Figure 1. Routing congestion (run 1).
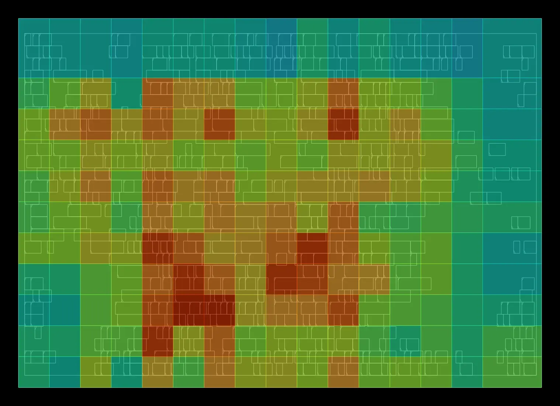
Figure 2. Sizing map (run 1).
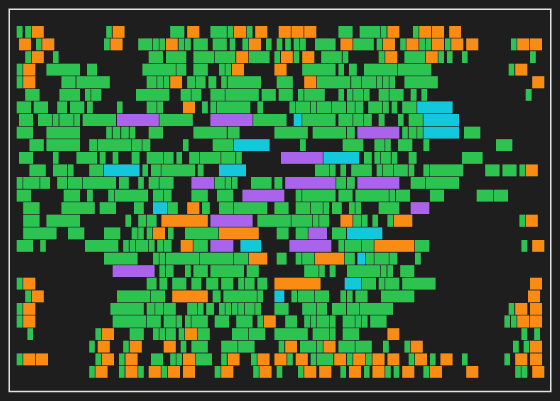
Figure 3. Placed cells, one colour a class (run 1).
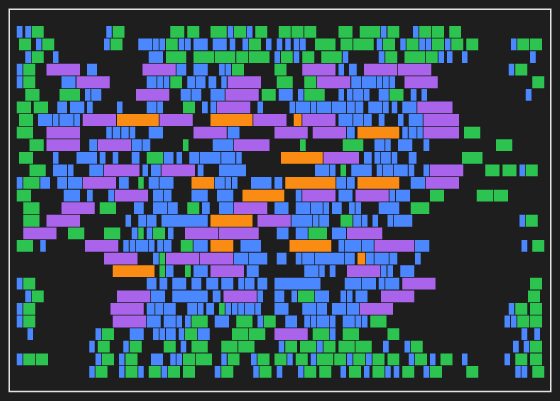
Figure 4. Signal metal coverage by tile (run 1).
The bar under the picture is 20 um long. The die is cut into 23 by 16 equal tiles; dark blue is low, red is high, scaled to the fullest tile. Values are wire area over tile area, all layers added.
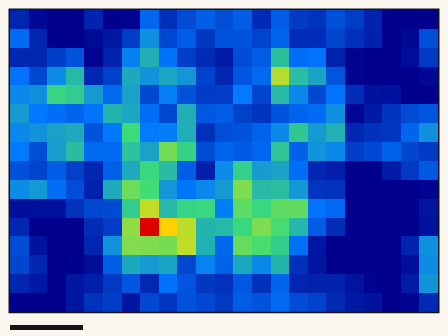
--- config.mk ---
export PLATFORM = sky130hd
export DESIGN_NAME = ap_ctrl_txn_driver_flat
export DESIGN_NICKNAME = d
export VERILOG_FILES = /design/src/rtl/ap_ctrl_drv_pkg.sv /design/src/rtl/ap_ctrl_txn_driver_if.sv /design/src/rtl/ap_ctrl_ts_fifo.sv /design/src/rtl/ap_ctrl_txn_driver.sv /design/src/flat_wrapper.sv
export SDC_FILE = /design/constraint.sdc
export NUM_CORES = 1
export LEC_CHECK = 0
export ABC_CLOCK_PERIOD_IN_PS = 2200
export CAP_MARGIN = 0
export CORE_ASPECT_RATIO = 0.7
export CORE_UTILIZATION = 39
export CTS_CLUSTER_DIAMETER = 80
export DETAILED_ROUTE_END_ITERATION = 10
export GPL_TIMING_DRIVEN = 0
export PLACE_DENSITY = 0.78
export SLEW_MARGIN = 10
export SYNTH_ARGS = -nofsm -noshare
export SYNTH_HDL_FRONTEND = slang
export SYNTH_SLANG_ARGS = --single-unit
--- constraint.sdc ---
create_clock -name clock -period 2.2 [get_ports clock]
set_input_delay 0.33 -clock clock [delete_from_list [all_inputs] [get_ports clock]]
set_output_delay 0.33 -clock clock [all_outputs]
set_load 0.1 [all_outputs]
--- src/rtl/ap_ctrl_drv_pkg.sv ---
// Shared types and defaults for the ap_ctrl handshake transaction driver.
// Latency statistics are built only when AP_CTRL_DRV_STATS_EN is defined.
package ap_ctrl_drv_pkg;

  localparam int unsigned CNT_W_DEF   = 16;
  localparam int unsigned MAX_OUT_DEF = 4;
  localparam int unsigned LAT_W_DEF   = 32;

  // Reset/clear value for the running minimum; truncated to LAT_W at use.
  localparam logic [63:0] LAT_INIT_MIN = '1;

  typedef enum logic [1:0] {
    ST_IDLE  = 2'd0,
    ST_RUN   = 2'd1,
    ST_DRAIN = 2'd2,
    ST_FIN   = 2'd3
  } state_e;

endpackage

--- src/rtl/ap_ctrl_txn_driver_if.sv ---
// Command and HLS block-level control handshake bundle.
// master = the driver, slave = the command source / DUT side.
interface ap_ctrl_txn_driver_if #(
  parameter int unsigned CNT_W = 16
);
  logic             cmd_valid;
  logic             cmd_ready;
  logic [CNT_W-1:0] cmd_count;
  logic             hold_continue;
  logic             ap_start;
  logic             ap_ready;
  logic             ap_done;
  logic             ap_continue;

  modport master (
    input  cmd_valid, cmd_count, hold_continue, ap_ready, ap_done,
    output cmd_ready, ap_start, ap_continue
  );

  modport slave (
    output cmd_valid, cmd_count, hold_continue, ap_ready, ap_done,
    input  cmd_ready, ap_start, ap_continue
  );
endinterface

--- src/rtl/ap_ctrl_ts_fifo.sv ---
// Start-timestamp FIFO, one entry per outstanding call; push and pop may coincide.
// The head is visible combinationally so the popping cycle can compute latency.
module ap_ctrl_ts_fifo #(
  parameter int unsigned DEPTH = 4,
  parameter int unsigned W     = 32
) (
  input  logic         clock,
  input  logic         reset,
  input  logic         push_i,
  input  logic [W-1:0] wdata_i,
  input  logic         pop_i,
  output logic [W-1:0] rdata_c_o
);

  localparam int unsigned AW = (DEPTH > 1) ? $clog2(DEPTH) : 1;

  logic [W-1:0]  mem_q [DEPTH];
  logic [AW-1:0] wr_ptr_q, rd_ptr_q;

  function automatic logic [AW-1:0] ptr_inc(input logic [AW-1:0] p);
    return (p == AW'(DEPTH - 1)) ? '0 : p + AW'(1);
  endfunction

  always_ff @(posedge clock) begin
    if (reset) begin
      wr_ptr_q <= '0;
      rd_ptr_q <= '0;
    end else begin
      if (push_i) begin
        mem_q[wr_ptr_q] <= wdata_i;
        wr_ptr_q        <= ptr_inc(wr_ptr_q);
      end
      if (pop_i) begin
        rd_ptr_q <= ptr_inc(rd_ptr_q);
      end
    end
  end

  assign rdata_c_o = mem_q[rd_ptr_q];

endmodule

--- src/rtl/ap_ctrl_txn_driver.sv ---
// Initiator for the ap_start/ap_ready/ap_done/ap_continue handshake: issues a batch
// of calls, bounds outstanding calls and pulses finish when the batch drains.
// Define AP_CTRL_DRV_STATS_EN to build the per-call latency statistics.
module ap_ctrl_txn_driver
  import ap_ctrl_drv_pkg::*;
#(
  parameter int unsigned CNT_W   = CNT_W_DEF,
  parameter int unsigned MAX_OUT = MAX_OUT_DEF,
  parameter int unsigned LAT_W   = LAT_W_DEF
) (
  input  logic                 clock,
  input  logic                 reset,
  ap_ctrl_txn_driver_if.master bus,
  output logic                 busy,
  output logic                 finish,
  output logic [CNT_W-1:0]     started_cnt,
  output logic [CNT_W-1:0]     done_cnt,
  output logic [LAT_W-1:0]     last_latency,
  output logic [LAT_W-1:0]     lat_min,
  output logic [LAT_W-1:0]     lat_max,
  output logic                 proto_err
);

  localparam int unsigned OUT_W = $clog2(MAX_OUT) + 1;

  state_e           state_q, state_d;
  logic [CNT_W-1:0] remaining_q, remaining_d;
  logic [CNT_W-1:0] started_q, started_d;
  logic [CNT_W-1:0] done_q, done_d;
  logic [OUT_W-1:0] outstanding_q, outstanding_d;
  logic             ap_start_q, ap_start_d;
  logic             cmd_ready_q, cmd_ready_d;
  logic             busy_q, busy_d;
  logic             finish_q, finish_d;
  logic             proto_err_q, proto_err_d;
  logic             cmd_accept, start_hs, done_hs, done_ok;

  assign bus.ap_continue = ~bus.hold_continue;
  assign cmd_accept      = (state_q == ST_IDLE) && bus.cmd_valid;
  assign start_hs        = ap_start_q && bus.ap_ready;
  assign done_hs         = bus.ap_done && bus.ap_continue;
  // A done with nothing outstanding cannot belong to any call, even a same-cycle start.
  assign done_ok         = done_hs && (outstanding_q != '0);

  always_comb begin
    state_d       = state_q;
    remaining_d   = remaining_q;
    started_d     = started_q;
    done_d        = done_q;
    outstanding_d = outstanding_q;
    proto_err_d   = proto_err_q;
    finish_d      = 1'b0;

    if (start_hs) begin
      remaining_d   = remaining_q - CNT_W'(1);
      started_d     = started_q + CNT_W'(1);
      outstanding_d = outstanding_q + OUT_W'(1);
    end
    if (done_ok) begin
      done_d        = done_q + CNT_W'(1);
      outstanding_d = outstanding_d - OUT_W'(1);
    end else if (done_hs) begin
      proto_err_d = 1'b1;
    end

    unique case (state_q)
      ST_IDLE: begin
        if (bus.cmd_valid) begin
          remaining_d   = bus.cmd_count;
          started_d     = '0;
          done_d        = '0;
          outstanding_d = '0;
          proto_err_d   = 1'b0;
          state_d       = (bus.cmd_count == '0) ? ST_FIN : ST_RUN;
        end
      end
      ST_RUN: begin
        if (remaining_d == '0) state_d = ST_DRAIN;
      end
      ST_DRAIN: begin
        if (outstanding_d == '0) state_d = ST_FIN;
      end
      ST_FIN: begin
        finish_d = 1'b1;
        state_d  = ST_IDLE;
      end
      default: state_d = ST_IDLE;
    endcase

    // Registered start: drops the cycle after the last start or when the window fills.
    ap_start_d  = (state_d == ST_RUN) && (remaining_d != '0) &&
                  (outstanding_d < OUT_W'(MAX_OUT));
    cmd_ready_d = (state_d == ST_IDLE);
    busy_d      = (state_d != ST_IDLE);
  end

  always_ff @(posedge clock) begin
    if (reset) begin
      state_q       <= ST_IDLE;
      remaining_q   <= '0;
      started_q     <= '0;
      done_q        <= '0;
      outstanding_q <= '0;
      ap_start_q    <= 1'b0;
      cmd_ready_q   <= 1'b1;
      busy_q        <= 1'b0;
      finish_q      <= 1'b0;
      proto_err_q   <= 1'b0;
    end else begin
      state_q       <= state_d;
      remaining_q   <= remaining_d;
      started_q     <= started_d;
      done_q        <= done_d;
      outstanding_q <= outstanding_d;
      ap_start_q    <= ap_start_d;
      cmd_ready_q   <= cmd_ready_d;
      busy_q        <= busy_d;
      finish_q      <= finish_d;
      proto_err_q   <= proto_err_d;
    end
  end

  assign bus.ap_start  = ap_start_q;
  assign bus.cmd_ready = cmd_ready_q;
  assign busy          = busy_q;
  assign finish        = finish_q;
  assign started_cnt   = started_q;
  assign done_cnt      = done_q;
  assign proto_err     = proto_err_q;

`ifdef AP_CTRL_DRV_STATS_EN
  logic [LAT_W-1:0] ts_q, pop_ts, lat_now;
  logic [LAT_W-1:0] last_q, min_q, max_q;

  ap_ctrl_ts_fifo #(
    .DEPTH (MAX_OUT),
    .W     (LAT_W)
  ) u_ts_fifo (
    .clock     (clock),
    .reset     (reset),
    .push_i    (start_hs),
    .wdata_i   (ts_q),
    .pop_i     (done_ok),
    .rdata_c_o (pop_ts)
  );

  // Modular difference keeps latency exact across timestamp wrap.
  assign lat_now = ts_q - pop_ts;

  always_ff @(posedge clock) begin
    if (reset) begin
      ts_q   <= '0;
      last_q <= '0;
      min_q  <= LAT_W'(LAT_INIT_MIN);
      max_q  <= '0;
    end else begin
      ts_q <= ts_q + LAT_W'(1);
      if (cmd_accept) begin
        last_q <= '0;
        min_q  <= LAT_W'(LAT_INIT_MIN);
        max_q  <= '0;
      end else if (done_ok) begin
        last_q <= lat_now;
        if (lat_now < min_q) min_q <= lat_now;
        if (lat_now > max_q) max_q <= lat_now;
      end
    end
  end

  assign last_latency = last_q;
  assign lat_min      = min_q;
  assign lat_max      = max_q;
`else
  logic unused_accept;
  assign unused_accept = cmd_accept;
  assign last_latency  = '0;
  assign lat_min       = '0;
  assign lat_max       = '0;
`endif

endmodule

--- src/flat_wrapper.sv ---
// flat-port wrapper written by rule: the top's interface ports become plain ports
module ap_ctrl_txn_driver_flat import ap_ctrl_drv_pkg::*;
#(
  parameter int unsigned CNT_W   = CNT_W_DEF,
  parameter int unsigned MAX_OUT = MAX_OUT_DEF,
  parameter int unsigned LAT_W   = LAT_W_DEF
)
  (clock, reset, busy, finish, started_cnt, done_cnt, last_latency, lat_min, lat_max, proto_err, bus_cmd_valid, bus_cmd_count, bus_hold_continue, bus_ap_ready, bus_ap_done, bus_cmd_ready, bus_ap_start, bus_ap_continue);
  ap_ctrl_txn_driver_if #(.CNT_W(CNT_W)) bus_i ();
  input  logic clock;
  input  logic reset;
  output logic busy;
  output logic finish;
  output logic [CNT_W-1:0] started_cnt;
  output logic [CNT_W-1:0] done_cnt;
  output logic [LAT_W-1:0] last_latency;
  output logic [LAT_W-1:0] lat_min;
  output logic [LAT_W-1:0] lat_max;
  output logic proto_err;
  input wire logic [$bits(bus_i.cmd_valid)-1:0] bus_cmd_valid;
  input wire logic [$bits(bus_i.cmd_count)-1:0] bus_cmd_count;
  input wire logic [$bits(bus_i.hold_continue)-1:0] bus_hold_continue;
  input wire logic [$bits(bus_i.ap_ready)-1:0] bus_ap_ready;
  input wire logic [$bits(bus_i.ap_done)-1:0] bus_ap_done;
  output wire logic [$bits(bus_i.cmd_ready)-1:0] bus_cmd_ready;
  output wire logic [$bits(bus_i.ap_start)-1:0] bus_ap_start;
  output wire logic [$bits(bus_i.ap_continue)-1:0] bus_ap_continue;
  assign bus_i.cmd_valid = bus_cmd_valid;
  assign bus_i.cmd_count = bus_cmd_count;
  assign bus_i.hold_continue = bus_hold_continue;
  assign bus_i.ap_ready = bus_ap_ready;
  assign bus_i.ap_done = bus_ap_done;
  assign bus_cmd_ready = bus_i.cmd_ready;
  assign bus_ap_start = bus_i.ap_start;
  assign bus_ap_continue = bus_i.ap_continue;
  ap_ctrl_txn_driver #(.CNT_W(CNT_W), .MAX_OUT(MAX_OUT), .LAT_W(LAT_W)) u_core (.clock(clock), .reset(reset), .bus(bus_i), .busy(busy), .finish(finish), .started_cnt(started_cnt), .done_cnt(done_cnt), .last_latency(last_latency), .lat_min(lat_min), .lat_max(lat_max), .proto_err(proto_err));
endmodule
==> results.toml, run 1 <==
# generated from flow reports
[status]
run_status = "completed"

[min_path]
hold_end = "u_core.finish"

[detailed_routing]
viasPerCell = 4.343

[clock_network]
post_cts_buffers = 0
cts.htree.levels = 3
holdBufCountCts = 0
cts_resized = 20

[pwr]
p_int_w = 0.002344
p_switching_w = 0.001567
p_clk_w = 0.00135
top_power_group = "combinational logic"

[sta]
finalClockSkew_ns = 0.007459
fin_crit_ns = 2.182
setup_tns_ns = 0
tightestPinTransition_ns = 1.001

[setup_path]
ff2ff_setup_slack_ns = 0.02
cp-endpoint = "u_core.state_q[1]"
r2r-end = "u_core.state_q[1]"
critPathLaunchType = "flop"

[place]
port_buffers = 59

[logic_synthesis]
synth_cell_types = 49
syn_inst = 435
most_common_cell = "buf_4"

[job]
openroad.warnings = 29
About Figure 1:
met2 usage: 27.46%
post-layout util: 58.57%
wire per inst: 11.67 um
Global Route Usage Sum: 17.16%
GR met1 Demand/Resource: 22.46%

About Figure 2:
legend:
  green:
    size: x1 and smaller
    cells: 469
    share: 78%
  orange:
    size: x3 and x4
    cells: 108
    share: 18%
  cyan:
    size: x2
    cells: 14
    share: 2.3%
  purple:
    size: x6 and larger
    cells: 14
    share: 2.3%
worst setup margin: 0.01800 ns
Plain + repair buffers: 170
design area: 0.005089 sq mm

About Figure 3:
legend:
  blue:
    class: remaining logic cells
    cells: 363
    share_of_their_area: 42%
  orange:
    class: clock drivers and dummy loads
    cells: 14
    share_of_their_area: 5.9%
  purple:
    class: registers
    cells: 58
    share_of_their_area: 24%
  green:
    class: remaining buffers and delay cells
    cells: 170
    share_of_their_area: 29%
flop share of the area: 23.14%
core footprint: 0.008688 sq mm
Site Rows: 28

About Figure 4:
nearly empty tiles: 17%
fullest tile: 0.73
mean over tiles: 0.14
emptiest ninth of the die: bottom right
tiles over half the peak: 5.7%

run 1: sequential cells by signal, summed over array words and instances, names as in the netlist:
| signal | flops |
|---|---|
| u_core.state_q | 2 |
| u_core.remaining_q | 16 |
| u_core.finish | 1 |
| u_core.bus.cmd_ready | 1 |
| u_core.busy | 1 |
| u_core.outstanding_q | 3 |
| u_core.started_cnt | 16 |
| u_core.proto_err | 1 |
| u_core.done_cnt | 16 |
| u_core.bus.ap_start | 1 |
run 1: worst max-delay path, cell delays in order (launching register included):
cell	delay, ns
dfxtp_4	0.37
inv_1	0.05
ha_1	0.19
buf_6	0.14
xnor2_1	0.14
nand4_1	0.17
a2111oi_4	0.35
nand4_2	0.20
o31ai_4	0.30
nor2b_1	0.19
run 1: layout make-up:
| cell class | count | share of cell area, % |
|---|---|---|
| multi-input combinational | 350 | 39.46 |
| sequential | 58 | 23.14 |
| buffer | 109 | 15.56 |
| timing repair buffer | 61 | 12.17 |
| clock buffer | 11 | 4.967 |
| tap | 120 | 2.951 |
| inverter | 13 | 0.9589 |
| clock inverter | 3 | 0.7868 |
run 1: per-layer routing:
metal | vias up | part of all wire [%] | GRT usage, %
li1 | 1601 | - | -
met4 | 0 | 0.83 | 3.165
met2 | 119 | 47 | 27.46
met3 | 10 | 6.9 | 6.131
met5 | - | 0 | 0
met1 | 1419 | 45 | 22.46
run 1: cell families (layout without fill, tap and decap cells):
family          after synthesis  in the layout  share of synthesized area, %
xor+xnor                     44             44                         10.74
fa+ha+maj                     6              6                         2.093
compound gates               40             40                         8.197
flops                        58             58                         32.37
simple gates                161            161                         22.50
buf+inv                     122            197                         23.16
mux                           3              3                        0.8371
other cells                   1             96                        0.1045
==> inputs of run 2 (changes only) <==
- ABC_AREA: not set -> 1
- ABC_CLOCK_PERIOD_IN_PS: 2200 -> 2000
- CELL_PAD_IN_SITES_DETAIL_PLACEMENT: not set -> 1
- CELL_PAD_IN_SITES_GLOBAL_PLACEMENT: not set -> 2
- CORE_UTILIZATION: 39 -> 21
- PLACE_DENSITY: 0.78 -> not set
- PLACE_DENSITY_LB_ADDON: not set -> 0.1
- clock period: 2.2 -> 2 ns (I/O delays scaled with it)
==> run 2 against run 1 <==
  * Non-clock buffer count is 18 higher
  * Synthesized cell count is 35% higher
  * Via count is 23% higher
  * Total power is 19% higher
  * Routed wire length is 46% higher
  * Hold slack better by 0.018 ns
  * Utilization is 26 points lower
  * Synthesized area is 12% higher
  * Design area is 17% higher
  * Clock skew is 0.00093 ns higher
  * Largest cell class unchanged
  * Final cell count is 41% higher
==> results.toml, run 2 <==
# generated from flow reports
[status]
run_status = "completed"

[detailed_routing]
viasPerCell = 3.810
drtIter0Drc = 143
vias = 3882
drtPass1Iterations = 4
wire_per_inst_um = 12.11

[sta]
fin_crit_ns = 1.967
finalClockSkew_ns = 0.008393
hold_viol_final = 0
tightestPinTransition_ns = 1.027

[final_layout]
layout_top_cells = "130 x nand2_1, 122 x buf_4, 96 x conb_1"
comb_area_sq_mm = 0.002441
utilization_pct = 32.35
regArea_sq_mm = 0.001199

[die]
rows = 41
ios = 156
core_area_sq_mm = 0.01837

[setup_path]
critPathMaxFanout = 3
cpMaxStageDelayCell = "dfxtp_2"
ff2ff_setup_slack_ns = 0.03
cpMostUsedCell = "nand2_2"
r2r-end = "u_core.bus.cmd_ready"
path_delay_family = "simple AND/OR/NAND/NOR gates"
cpPeakStageDelay_ns = 0.35
path_buffers = 2
critPathLaunchType = "flop"
crit_chain = "inv_4, ha_4, nand3_1, nand2_2, nand2_2, nor2_4, nand3_2, nor2_2, nand2_1, nor2_2, nand3_1, nand2_2, inv_2, nor2_4, nor2_1"

[logic_synthesis]
synthDominantCellAreaShare_pct = 28.99
synth-compound-area-share_pct = 3.561
synth_cell_types = 37
syn_inst = 589
top_logic_kind = "simple AND/OR/NAND/NOR gates"
xor_share_pct = 5.686
adder_share_pct = 1.874
synthMuxAreaShare_pct = 0
simple_gate_area_share_pct = 35.74
most_common_cell = "nand2_1"

[job]
drv_cap = 0
openroad.warnings = 30

[grt]
grtUsageTotal_pct = 12.62

[place]
port_buffers = 59

[clock_network]
cts.htree.levels = 3
holdBufCountCts = 0

[pwr]
power_density_mw_per_mm2 = 786.2

[min_path]
hold_end = "u_core.proto_err"
[run 2: final cells by class]
type                       count  area share, %
inverter                      53          3.517
multi-input combinational    468          41.08
timing repair buffer          83          12.07
buffer                       105          13.14
tap                          236          4.969
clock inverter                 3         0.6738
sequential                    58          20.17
clock buffer                  13          4.380
[run 2: routing by layer]
layer	track usage [%]	part of all wire, %	vias up
met2	18.83	41	116
met3	3.127	5.7	8
met1	17.88	52	1756
li1	-	-	2002
met4	3.299	0.98	0
met5	0	0	-
[run 2: worst max path at each step]
stage / from / endpoint / slack [ns] / depth (start not counted)
after global routing: u_core.remaining_q[1] / u_core.busy / -0.13 / 15
final: u_core.remaining_q[1] / u_core.bus.cmd_ready / 0.03 / 15
after floorplan: u_core.started_cnt[6] / u_core.started_cnt[14] / -0.09 / 7
after global placement: bus_ap_ready / u_core.bus.ap_start / -0.69 / 12
after detailed placement: bus_ap_ready / u_core.busy / -0.73 / 16
after CTS: u_core.remaining_q[0] / u_core.busy / -0.03 / 15
[run 2: where the power goes]
group	internal, W	total [W]	leakage, nW	switching [W]
Sequential	0.00121	0.00126	0.481	0.0000575
Clock	0.00103	0.00158	0.150	0.000547
Combinational	0.000427	0.00183	2.40	0.00141
[run 2: metrics by stage]
step	setup TNS, ns	area [sq um]	worst slack [ns]	cells	power [W]
CTS	-0.04421	5713	-0.03192	1000	0.004646
global placement	-20.75	5280	-0.6948	979	0.002959
floorplan	-0.09069	4394	-0.09069	684	0.002709
finish	0	5942	0.03275	1019	0.004672
detailed placement	-22.35	5280	-0.7265	979	0.002969
global route	-0.3958	5942	-0.1285	1019	0.004901
[run 2: timing repair]
item,CTS,global route
buffers inserted,5,19
endpoints found under the hold margin,0,0
setup endpoints to repair,73,13
pin swaps,10,18
gates resized,84,35
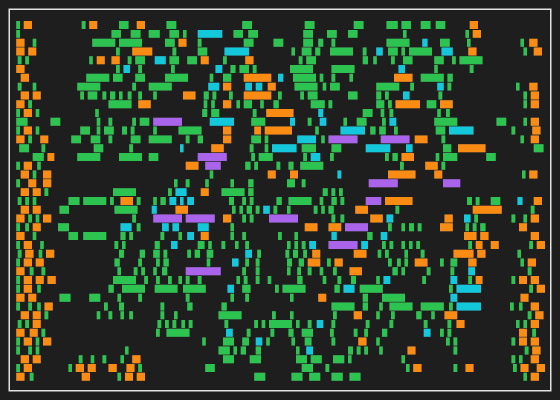
Figure 5: run 2, sizing map.
legend:
  green:
    size: x1 and smaller
    cells: 546
    share: 70%
  cyan:
    size: x2
    cells: 63
    share: 8.0%
  purple:
    size: x6 and larger
    cells: 14
    share: 1.8%
  orange:
    size: x3 and x4
    cells: 160
    share: 20%
design area: 0.005942 sq mm
Plain + repair buffers: 188
area grow syn2layout: 48.36%
worst setup margin: 0.03275 ns

Power is estimated from default activity; no workload was simulated.
